**Run 1: met2 routing**

Scale: 4 px per um.
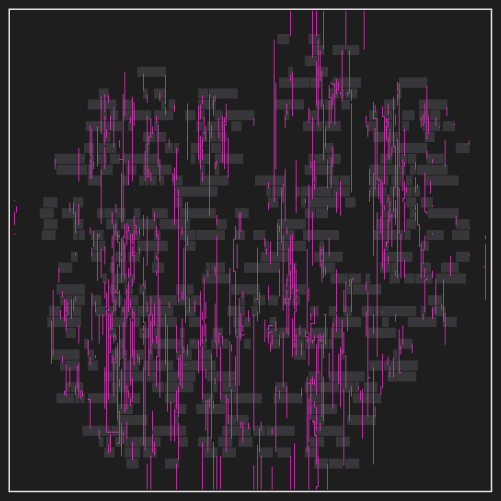
**Run 1: routed metal per tile**

Scale: 3 px per um. 24 x 24 tiles, from dark blue (low) to red (high), scaled to the fullest tile. Values are wire area over tile area, all layers added.
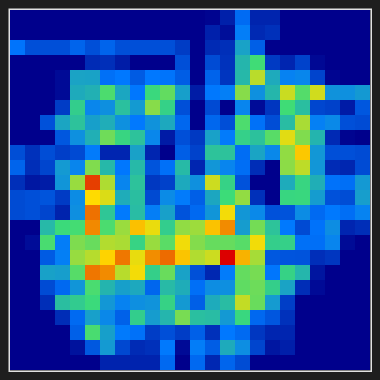
**Run 1: the metal 3 layer**

Scale: 4 px per um.
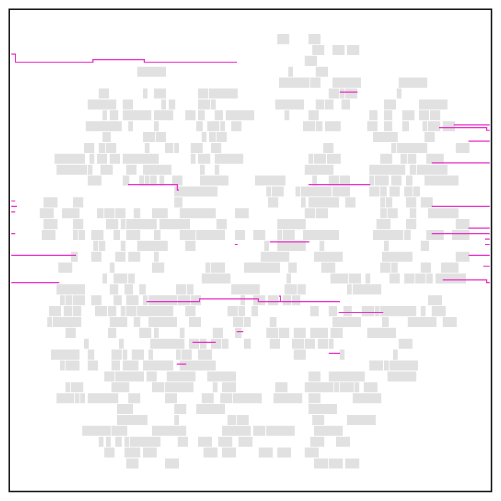
==> config.mk <==
export PLATFORM = sky130hd
export DESIGN_NAME = adc_frame_packer
export DESIGN_NICKNAME = d
export VERILOG_FILES = /design/src/rtl/adc_frame_packer.sv
export SDC_FILE = /design/constraint.sdc
export NUM_CORES = 1
export LEC_CHECK = 0
export CAP_MARGIN = 40
export CORE_MARGIN = 5
export CORE_UTILIZATION = 24
export CTS_BUF_LIST = sky130_fd_sc_hd__clkbuf_16
export DETAILED_ROUTE_END_ITERATION = 8
export GPL_ROUTABILITY_DRIVEN = 0
export GPL_TIMING_DRIVEN = 1
export PLACE_DENSITY_LB_ADDON = 0.1
export SYNTH_ARGS = -nofsm -noshare
export SYNTH_HDL_FRONTEND = slang
export SYNTH_SLANG_ARGS = --single-unit
==> constraint.sdc <==
create_clock -name clk -period 1.55 [get_ports clk]
set_input_delay 0.31 -clock clk [delete_from_list [all_inputs] [get_ports clk]]
set_output_delay 0.31 -clock clk [all_outputs]
set_load 0.005 [all_outputs]
==> flow_metrics.tcl, run 1 <==
# implementation run metrics
set metrics [dict create \
    synthTopCellsByArea "dfxtp_1 44%, nor2_1 6.1%, xor2_1 5.7%" \
    synthMuxAreaShare_pct 4.12 \
    drc 0 \
    largest_reg_flops 16 \
    die_h_um 120 \
    synth-seq-cells 64 \
    cap_violations 0 \
    clock_path_buffers 2 \
    tightest_slew_ns 0.376 \
    outcome "finished clean" \
    hold_class "register to register" \
    pg_comb_w 0.000253 \
    warnings 29 \
    stdcell_area_um2 4280 \
    cts-resized-gates 40 \
    clock.latency.late_pin_ns 0.33 \
    grt_remaining_overflow 0 \
    synth_seq_share_pct 44.0 \
    grt_pass1_vias 2666 \
    cp.arrival_ns 1.77 \
    clkPwrFrac_pct 50.1 \
    fp_util_pct 24.4 \
    switching_share_pct 22.2 \
    slew_violations 0 \
    seq_cells 64 \
    path_max_fanout 3 \
    drive_above_1_share_pct 27.8 \
    placed_area_um2 3870 \
    xor_share_pct 8.72 \
    fa_ha_area_share_pct 2.15 \
    crit_buf_inv 1 \
    comb_area_um2 1620 \
    path_delay_family "simple AND/OR/NAND/NOR gates" \
    max_stage_delay_ns 0.42 \
    cts-root-buf "clkbuf_16" \
    ys.flop_type "dfxtp_1" \
    seq_area_um2 1310 \
    final_util_pct 35.8 \
    p_sw_w 0.000855 \
    antenna_left 0 \
    fmax_mhz 661 \
    syn_area_um2 2910 \
    yosysMostFrequentCell "dfxtp_1" \
    crit_chain "buf_6, nor4_4, nand2_4, or4_4, a21oi_2" \
    cts.sinks 64 \
    tap_cells 147 \
    nonClkBufAreaFrac_pct 19.8 \
    yosys.cell_types.count 42 \
    worst_slack_ns 0.0365 \
    crit_path_top_delay_cell "or4_4" \
    largest_class "logic gates" \
    dp_hpwl_mm 5.94 \
]
-- 'met2 routing' (at the start) --
- share of all routed wire: 46%
- main direction: vertical
- nets with wire on the layer: 354
- longest straight run: 40.5 um
- wire length on this layer: 3710 um
vias after detailed routing: 2623
met2 GRT Util: 18.4%
final wirelength: 8.06 mm

-- 'routed metal per tile' (at the start) --
- tiles over half the peak: 14%
- mean over tiles: 0.086
- nearly empty tiles: 27%
- fullest tile: 0.36
Tot GR Track Use: 12.0%
routed len/inst: 14.2 um

-- 'the metal 3 layer' (at the start) --
- longest straight run: 23.0 um
- share of all routed wire: 3.7%
- nets with wire on the layer: 23
- wire length on this layer: 301 um
- main direction: horizontal
met3 Use GR: 4.19%

[run 1: metal layers]
layer,track usage [%],up-vias,wire length (um)
met5,0,-,0
met4,3.65,0,74
met3,4.19,7,301
met2,18.4,37,3710
met1,15.7,1233,3980
li1,-,1346,-
[run 1: through the flow]
| stage | hold WS, ns | TNS, ns | power, W | std cells |
|---|---|---|---|---|
| 2_1_floorplan | 0.456 | 0 | 0.00182 | 325 |
| 3_3_place_gp | 0.459 | -7.09 | 0.00196 | 551 |
| 3_5_place_dp | 0.459 | -7.67 | 0.00195 | 551 |
| 4_1_cts | 0.476 | -0.00915 | 0.00391 | 567 |
| 5_1_grt | 0.491 | -0.152 | 0.00402 | 568 |
| 6_report | 0.468 | 0 | 0.00385 | 568 |
## Run 2: what changed since run 1
Settings changed: ABC_CLOCK_PERIOD_IN_PS from default to 1300.
Clock period 1.55 ns to 1.3 ns, I/O delays scaled along.
==> flow_metrics.tcl, run 2 <==
# implementation run metrics
set metrics [dict create \
    final_util_pct 42.3 \
    routedWlPerCell_um 14.0 \
    stdcell_count 616 \
    clock_path_buffers 2 \
    max_stage_delay_ns 0.43 \
    synthMuxAreaShare_pct 4.12 \
    drc 0 \
    worst_slack_ns -0.199 \
    yosysMostFrequentCell "dfxtp_1" \
    wl_met1_mm 4.19 \
    synthTopCellsByArea "dfxtp_1 44%, nor2_1 6.1%, xor2_1 5.7%" \
    slew_violations 0 \
    switching_share_pct 21.7 \
    comb_area_um2 1890 \
    placed_area_um2 4140 \
    p_sw_w 0.00113 \
    finalPower_w 0.00521 \
    fmax_mhz 667 \
    wl_met3_um 370 \
    cts-root-buf "clkbuf_16" \
    crit_chain "buf_6, or4_4, buf_6, nor4_4, xnor2_1, nor2_1" \
    tightest_slew_ns 0.391 \
    clock.latency.late_pin_ns 0.33 \
    syn_area_um2 2910 \
    dr.max_layer_used "met4" \
    hold_class "register to register" \
    finalSetupViolations 44 \
    met1_usage_pct 16.8 \
    yosys.cell_types.count 42 \
    violations "negative setup slack" \
    drive_above_1_share_pct 46.7 \
    crit_buf_inv 2 \
    met2WireLength_mm 3.98 \
    grt_pass1_vias 2874 \
    xor_share_pct 8.72 \
    antenna_left 0 \
    outcome "finished with violations" \
    grt_remaining_overflow 0 \
    fin_setup_tns_ns -3.64 \
    cts-resized-gates 117 \
    ys.flop_type "dfxtp_1" \
    cts.sinks 64 \
    hold_ws_ns 0.477 \
    path_max_fanout 3 \
    synth-seq-cells 64 \
    stdcell_area_um2 5060 \
    fp_util_pct 24.4 \
    cap_violations 0 \
    die_h_um 120 \
]
run 2: cell count changes in the layout (fill, tap and decap cells not counted), sizes merged, moves of 2 or more:
cell	before	now
dlymetal6s2s	4	0
clkdlybuf4s15	1	10
buf	56	105
nand3	12	14
inv	9	7
clkdlybuf4s50	24	12
dlygate4sd2	10	15
bufinv	1	3
run 2: layout make-up:
class,count,area share [%]
Inverter,8,0.792
Clock buffer,9,4.45
Tap cell,147,3.64
Clock inverter,7,2.35
Sequential cell,64,26.5
Multi-Input combinational cell,239,37.3
Timing Repair Buffer,142,25.0
run 2: cell families after synthesis:
kind of cell / count (synthesis)
flip-flops: 64
adder cells (fa/ha/maj): 5
multiplexers: 12
AND/OR/NAND/NOR: 135
AND-OR/OR-AND: 56
buffers and inverters: 24
XOR/XNOR: 29
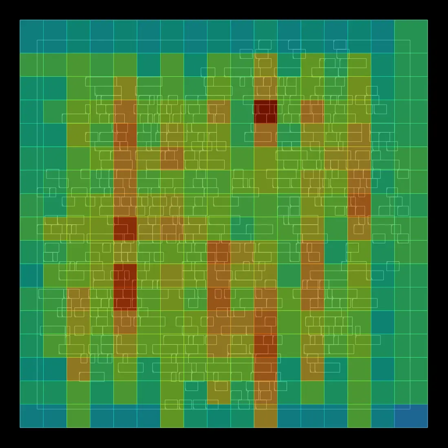
**Above:** run 2 (congestion heat map).
Tot GR Track Use: 12.4%
gr busiest metal: met2

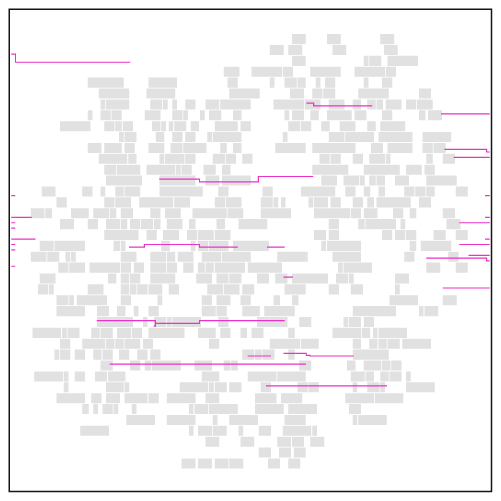
**Above:** run 2 (the metal 3 layer).
Scale: 4 px per um.
- share of all routed wire: 4.3%
- main direction: horizontal
met3 Use GR: 4.01%
final wirelength: 8.63 mm
vias after detailed routing: 2810

Power is estimated from default activity; no workload was simulated.
